--- config.mk ---
export PLATFORM = sky130hd
export DESIGN_NAME = dcache_d0_skid
export DESIGN_NICKNAME = d
export VERILOG_FILES = /design/src/rtl/dcache_d0_skid.sv
export SDC_FILE = /design/constraint.sdc
export NUM_CORES = 1
export LEC_CHECK = 0
export ABC_CLOCK_PERIOD_IN_PS = 2000
export CAP_MARGIN = 20
export CELL_PAD_IN_SITES_DETAIL_PLACEMENT = 1
export CELL_PAD_IN_SITES_GLOBAL_PLACEMENT = 1
export CORE_UTILIZATION = 36
export CTS_CLUSTER_SIZE = 14
export DETAILED_ROUTE_END_ITERATION = 7
export PLACE_DENSITY = 0.81
export SYNTH_ARGS = -nofsm -noshare
export SYNTH_HDL_FRONTEND = slang
export SYNTH_SLANG_ARGS = --single-unit
--- constraint.sdc ---
create_clock -name clk -period 2 [get_ports clk]
set_clock_uncertainty 0.2 [all_clocks]
set_input_delay 0.2 -clock clk [delete_from_list [all_inputs] [get_ports clk]]
set_output_delay 0.2 -clock clk [all_outputs]
set_load 0.05 [all_outputs]
--- src/rtl/dcache_d0_skid.sv ---
// Dcache request stage: address split, lane-aligned byte mask and store data,
// misalignment detect, round-robin fill victim, and a two-entry skid buffer.
`ifndef PCYN_LSU_FUNC_WIDTH
`define PCYN_LSU_FUNC_WIDTH 4
`endif

module dcache_d0_skid #(
    parameter  int unsigned OPTN_DATA_WIDTH    = 32,
    parameter  int unsigned OPTN_ADDR_WIDTH    = 32,
    parameter  int unsigned OPTN_DC_CACHE_SIZE = 1024,
    parameter  int unsigned OPTN_DC_LINE_SIZE  = 32,
    parameter  int unsigned OPTN_DC_WAY_COUNT  = 1,
    localparam int unsigned WORD_SIZE = OPTN_DATA_WIDTH / 8,
    localparam int unsigned BO_W      = $clog2(WORD_SIZE),
    localparam int unsigned OFFSET_W  = $clog2(OPTN_DC_LINE_SIZE),
    localparam int unsigned SET_COUNT = OPTN_DC_CACHE_SIZE / (OPTN_DC_LINE_SIZE * OPTN_DC_WAY_COUNT),
    localparam int unsigned INDEX_W   = (SET_COUNT > 1) ? $clog2(SET_COUNT) : 1,
    localparam int unsigned TAG_W     = OPTN_ADDR_WIDTH - INDEX_W - OFFSET_W,
    localparam int unsigned LINE_W    = OPTN_DC_LINE_SIZE * 8,
    localparam int unsigned WAY_W     = (OPTN_DC_WAY_COUNT > 1) ? $clog2(OPTN_DC_WAY_COUNT) : 1
) (
    input  logic                            clk,
    input  logic                            rst,
    input  logic                            i_valid,
    output logic                            o_ready,
    input  logic                            i_wr_en,
    input  logic                            i_fill,
    input  logic                            i_dirty,
    input  logic                            i_line_valid,
    input  logic [OPTN_ADDR_WIDTH-1:0]      i_addr,
    input  logic [`PCYN_LSU_FUNC_WIDTH-1:0] i_lsu_func,
    input  logic [OPTN_DATA_WIDTH-1:0]      i_data,
    input  logic [LINE_W-1:0]               i_fill_data,
    output logic                            o_valid,
    input  logic                            i_ready,
    output logic                            o_wr_en,
    output logic                            o_fill,
    output logic                            o_dirty,
    output logic                            o_line_valid,
    output logic [TAG_W-1:0]                o_tag,
    output logic [INDEX_W-1:0]              o_index,
    output logic [OFFSET_W-1:0]             o_offset,
    output logic [WORD_SIZE-1:0]            o_byte_sel,
    output logic [OPTN_DATA_WIDTH-1:0]      o_data,
    output logic                            o_misaligned,
    output logic [WAY_W-1:0]                o_way,
    output logic [LINE_W-1:0]               o_fill_data
);

    localparam logic [`PCYN_LSU_FUNC_WIDTH-1:0] LSU_LB  = 'h0;
    localparam logic [`PCYN_LSU_FUNC_WIDTH-1:0] LSU_LH  = 'h1;
    localparam logic [`PCYN_LSU_FUNC_WIDTH-1:0] LSU_LBU = 'h4;
    localparam logic [`PCYN_LSU_FUNC_WIDTH-1:0] LSU_LHU = 'h5;
    localparam logic [`PCYN_LSU_FUNC_WIDTH-1:0] LSU_SB  = 'h8;
    localparam logic [`PCYN_LSU_FUNC_WIDTH-1:0] LSU_SH  = 'h9;

    typedef struct packed {
        logic                       wr_en;
        logic                       fill;
        logic                       dirty;
        logic                       line_valid;
        logic [TAG_W-1:0]           tag;
        logic [INDEX_W-1:0]         index;
        logic [OFFSET_W-1:0]        offset;
        logic [WORD_SIZE-1:0]       byte_sel;
        logic [OPTN_DATA_WIDTH-1:0] data;
        logic                       misaligned;
        logic [WAY_W-1:0]           way;
        logic [LINE_W-1:0]          fill_data;
    } req_t;

    req_t                 r_main, r_skid, w_req;
    logic                 r_valid, r_skid_valid;
    logic [WAY_W-1:0]     r_rr [1 << INDEX_W];
    logic [BO_W-1:0]      w_bo;
    logic [INDEX_W-1:0]   w_index;
    logic [WORD_SIZE-1:0] w_mask;
    logic                 w_half, w_word, w_mis, w_acc;

    assign o_ready = ~r_skid_valid & ~rst;
    assign w_acc   = i_valid & o_ready;
    assign w_index = i_addr[OFFSET_W +: INDEX_W];

    always_comb begin
        w_bo   = i_addr[BO_W-1:0];
        w_half = 1'b0;
        w_word = 1'b0;
        w_mask = '1;
        case (i_lsu_func)
            LSU_LB, LSU_LBU, LSU_SB: w_mask = WORD_SIZE'(1);
            LSU_LH, LSU_LHU, LSU_SH: begin
                w_mask = WORD_SIZE'(3);
                w_half = 1'b1;
            end
            default: w_word = 1'b1;
        endcase
        // Fills carry whole lines, so the LSU size/alignment rules do not apply.
        w_mis = ~i_fill & ((w_half & w_bo[0]) | (w_word & (w_bo != '0)));

        w_req            = '0;
        w_req.wr_en      = i_wr_en & ~w_mis;
        w_req.fill       = i_fill;
        w_req.dirty      = i_dirty;
        w_req.line_valid = i_line_valid;
        w_req.tag        = i_addr[OFFSET_W + INDEX_W +: TAG_W];
        w_req.index      = w_index;
        w_req.offset     = i_addr[OFFSET_W-1:0];
        w_req.byte_sel   = i_fill ? '1 : (w_mis ? '0 : (w_mask << w_bo));
        w_req.data       = i_data << {w_bo, 3'b000};
        w_req.misaligned = w_mis;
        w_req.way        = i_fill ? r_rr[w_index] : '0;
        w_req.fill_data  = i_fill_data;
    end

    always_ff @(posedge clk) begin
        if (rst) begin
            r_valid      <= 1'b0;
            r_skid_valid <= 1'b0;
            r_main       <= '0;
            r_skid       <= '0;
        end else if (~r_valid | i_ready) begin
            // Skid can only be full while o_ready is low, so no accept competes here.
            if (r_skid_valid) begin
                r_main       <= r_skid;
                r_valid      <= 1'b1;
                r_skid_valid <= 1'b0;
            end else if (w_acc) begin
                r_main  <= w_req;
                r_valid <= 1'b1;
            end else begin
                r_valid <= 1'b0;
            end
        end else if (w_acc) begin
            r_skid       <= w_req;
            r_skid_valid <= 1'b1;
        end
    end

    always_ff @(posedge clk) begin
        if (rst) begin
            for (int unsigned s = 0; s < (1 << INDEX_W); s++) r_rr[s] <= '0;
        end else if (w_acc & i_fill) begin
            r_rr[w_index] <= (OPTN_DC_WAY_COUNT > 1) ? r_rr[w_index] + WAY_W'(1) : '0;
        end
    end

    assign o_valid      = r_valid;
    assign o_wr_en      = r_main.wr_en;
    assign o_fill       = r_main.fill;
    assign o_dirty      = r_main.dirty;
    assign o_line_valid = r_main.line_valid;
    assign o_tag        = r_main.tag;
    assign o_index      = r_main.index;
    assign o_offset     = r_main.offset;
    assign o_byte_sel   = r_main.byte_sel;
    assign o_data       = r_main.data;
    assign o_misaligned = r_main.misaligned;
    assign o_way        = r_main.way;
    assign o_fill_data  = r_main.fill_data;

endmodule

==> results.txt <==
Results of an implementation run.

The number of port buffers is 662. The fmax is 459 MHz. The area growth from synthesis to final layout is 52.2%.

The end point of the worst hold path is r_skid[223]. The slew check shows that the tightest pin keeps a relative margin of 0.333. The clock root buffer is sky130_fd_sc_hd__clkbuf_16. The final layout net count is 4196. STA reports the tightest min-delay check as being of type in2reg. The chip occupies 0.0739 mm2. The cell type with the highest occurrence count on the critical path is sky130_fd_sc_hd__buf_12. The combinational gate area is 0.0123 mm2. The kind of cell with the highest combined delay along the critical path is AND-OR/OR-AND gates.

For this configuration, the core starts out at a cell density of 0.366. The setup TNS after final layout is -371 ps. The transition time at the pin with the least slew margin is 1000 ps. The report gives the cell count of the worst hold path as 3. Per the STA report, the cell with the highest stage delay on the worst path is sky130_fd_sc_hd__a211oi_1. The count of state elements after synthesis is 660. The pin count of the biggest net entering global routing is 205. The initial antenna violation count is 8. The estimated wirelength of the detail-placed design is 64.7 mm.

Pin placement for this block handled 664 I/O pins. At floorplan, the net count of the design was reported as 3341. The H-tree was split into 3 levels.

The leakage power in the latest report is 15.0 nW. The total of cells resized after clock tree synthesis is 253. The tally of nets with antenna violations remaining after routing is 0.

The netlist uses 36 different library cells. The tree built by TritonCTS fans out to 660 sinks. The launch point of the worst register-to-register path is recorded as r_skid_valid. Across all register-to-register paths, the minimum setup slack is -180 ps.

The origin of the worst min-delay path is i_fill_data[223]. Summing over the stages, the warning tally comes to 35. The final timing report counts setup violations totalling 12. Looking at the global route congestion table, the highest-usage layer is met2. At the end of routability-driven placement, the weighted congestion stood at 0.808. Setup slack on the worst path after placement came out at -334 ps. The placement row count is 98. The number of global-route vias before repair was 28.1k.

The synthesized area per cell is 8.71 um2. The end of the worst register-to-register path is o_fill_data[169]. The initial DRC count is 1605. The routed wire length is 116 mm. The final worst setup slack is -177 ps. The count of final hold-check violations is 1.

Per the cell usage report, the commonest logic cell in the layout is sky130_fd_sc_hd__dfxtp_1. The worst supply voltage drop on vdd is 724 uV. Setup repair after global routing could not meet its margin everywhere. The sequential cell area is 0.0132 mm2.

The vertical die dimension is 272 um. The area reported by Yosys stat is 0.0262 mm2. Ranking logic cells in the layout by count gives the top entries sky130_fd_sc_hd__dfxtp_1 (658), sky130_fd_sc_hd__nand2_1 (591), sky130_fd_sc_hd__nor2_1 (339).

The number of filler instances in the final layout is 7940. On the final layout, the worst hold slack is -4.00 ps. The critical path arrival is 2440 ps. The number of vias in the routed layout is 26.5k.

In the global route stage, met1 resource usage came out at 0.305. The overall track demand over capacity in global routing is 0.284. The power after layout is 34.6 mW. According to the timing report, the data required time at the worst endpoint equals 2260 ps. The final reports fail on hold timing, setup timing. The flow ran to the end, but the final reports show violations. The number of flip-flops in the largest register is 329. Per the final layout report, the fraction of cells sized above drive strength 1 comes to 0.122. The critical path in this run is classified as reg2reg.

The peak per-stage delay on the critical path is 560 ps. The routed design could run at a clock period as short as 2180 ps. In this run the deepest clock path goes through 3 buffers. According to the floorplan report, the die width is 272 um. In the final routed layout, each cell accounts on average for 23.8 um. For reference, the critical path cell chain is buf_4 > o21a_4 > buf_12 > buf_12 > nor2_1 > a211oi_1. The category of the worst setup path launch point is a flop. After synthesis, the design contains 3009 cells according to Yosys. The tool flagged a number of max-cap violations equal to 0.

In the CTS report, the clock slew at the register clock pins of the worst setup and hold paths is listed as 70 ps. The clock latency on the worst-skew pair is 630 ps. The largest register by flop count is r_skid. The critical path ends at o_fill_data[169]. The average vias per placed instance is 5.45. Per the post-synthesis report, the number of cells in the design is 3009. The endpoint class of the critical path is a flop. The sequential-to-total area share from yosys stat is 0.504. The floorplan step defined a core boundary enclosing 0.0717 mm2. Counting pins that exceed their max-slew limit in the final report gives 0. The synthesis report names the predominant flop master as sky130_fd_sc_hd__dfxtp_1.
[cell usage after synthesis, types with 2 or more instances]
| cell type | count | area, um2 |
|---|---|---|
| sky130_fd_sc_hd__nor2_1 | 340 | 1280 |
| sky130_fd_sc_hd__a21oi_1 | 338 | 1690 |
| sky130_fd_sc_hd__or3_1 | 10 | 62.6 |
| sky130_fd_sc_hd__buf_2 | 119 | 596 |
| sky130_fd_sc_hd__a31oi_1 | 2 | 12.5 |
| sky130_fd_sc_hd__clkbuf_1 | 123 | 462 |
| sky130_fd_sc_hd__nand2_1 | 632 | 2370 |
| sky130_fd_sc_hd__buf_1 | 5 | 18.8 |
| sky130_fd_sc_hd__o21bai_1 | 3 | 22.5 |
| sky130_fd_sc_hd__buf_4 | 25 | 188 |
| sky130_fd_sc_hd__nand3_1 | 9 | 45.0 |
| sky130_fd_sc_hd__mux2i_1 | 323 | 3230 |
| sky130_fd_sc_hd__a311oi_1 | 2 | 17.5 |
| sky130_fd_sc_hd__nor2b_1 | 3 | 18.8 |
| sky130_fd_sc_hd__o211ai_1 | 9 | 67.6 |
| sky130_fd_sc_hd__nand2b_1 | 10 | 62.6 |
| sky130_fd_sc_hd__o2bb2ai_1 | 8 | 70.1 |
| sky130_fd_sc_hd__and3_1 | 8 | 50.1 |
| sky130_fd_sc_hd__o21ai_0 | 5 | 25.0 |
| sky130_fd_sc_hd__or4_1 | 2 | 15.0 |
| sky130_fd_sc_hd__nor3_1 | 40 | 200 |
| sky130_fd_sc_hd__dfxtp_1 | 660 | 13200 |
| sky130_fd_sc_hd__a211oi_1 | 320 | 2400 |
[power breakdown]
group | switching, mW | leakage (nW) | internal [mW] | total (mW)
Clock | 5.81 | 1.20 | 8.10 | 13.9
Combinational | 4.16 | 8.41 | 2.37 | 6.53
Sequential | 0.424 | 5.39 | 13.8 | 14.2
Total | 10.4 | 15.0 | 24.2 | 34.6
[kinds of logic (layout without fill, tap and decap cells)]
| kind of cell | count (synthesis) | count (layout) | share of synthesized area |
|---|---|---|---|
| other cells | 1 | 9 | 0.000143 |
| buf+inv | 273 | 1180 | 0.0483 |
| xor+xnor | 1 | 1 | 0.000334 |
| mux | 324 | 324 | 0.124 |
| simple gates | 1058 | 1058 | 0.158 |
| flops | 660 | 660 | 0.504 |
| compound gates | 692 | 692 | 0.166 |
[cell type report]
cell class              instances  area share
inverters                       1   0.0000940
multi-input cells            2076       0.307
clock buffers                 110      0.0557
well taps                     950      0.0298
diodes                          8    0.000502
clock inverters                19     0.00555
repair buffers               1050       0.270
flip-flops and latches        660       0.331
[per-stage QoR]
step | utilization | instances | hold slack (ps)
after detailed placement | 0.476 | 4473 | 247
after CTS | 0.545 | 4847 | -120
final | 0.556 | 4874 | -4.00
after global routing | 0.556 | 4873 | 7.48
after global placement | 0.476 | 4473 | 240
after floorplan | - | 3009 | 136
[layer usage]
| metal | vias up | routed length [um] |
|---|---|---|
| met5 | - | 13 |
| met3 | 344 | 6800 |
| met2 | 935 | 59400 |
| li1 | 12105 | - |
| met4 | 2 | 6530 |
| met1 | 13156 | 43200 |
### Cells colored by class

(1.5 px per um) Fill, decap, tap and diode cells in gray.
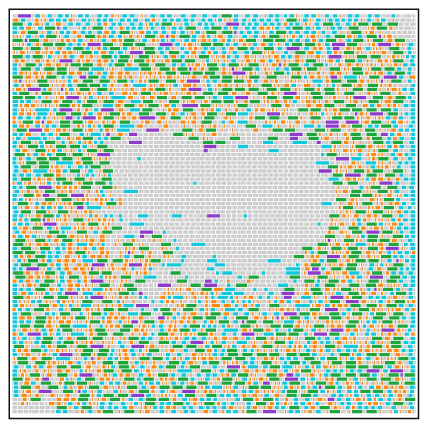
Key: purple = clock drivers and dummy loads [cells 129, share of their area 6.3%]; orange = remaining logic cells [cells 2077, share of their area 32%]; cyan = remaining buffers and delay cells [cells 1050, share of their area 28%]; green = sequential cells [cells 660, share of their area 34%]
fraction of standard cell area that is sequential: 0.331
Util after Layout: 0.556
Final Cell Area: 0.0399 mm2

### Clock wiring as the flow saved it

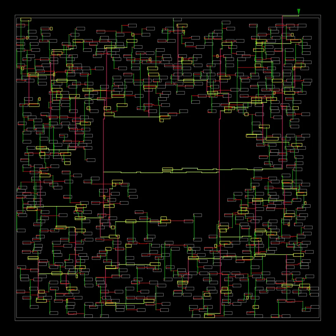
CTS Buf Count: 75
Seq Cell Count: 660
power of the clock network: 13.9 mW

### Signal wires on met1

(1.5 px per um) Cells faint in the background.
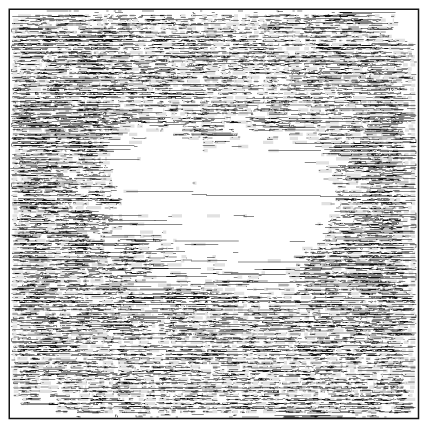
3910 nets have wire on it. The layer holds 37% of the routed length. The layer carries 43.2 mm of wire.

### Cell area per tile

(1 px per um) 27 x 27 tiles, from black (low) to pale yellow (high), 0 to 100% covered.
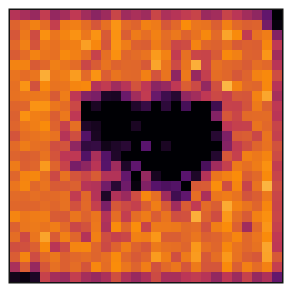
5.8% of the tiles are over 75% full. 9.6% of the tiles are nearly empty. The emptiest ninth of the die: center. The fullest tile reaches 84%. The mean over all tiles is 52%.

Power is estimated from default activity; no workload was simulated.
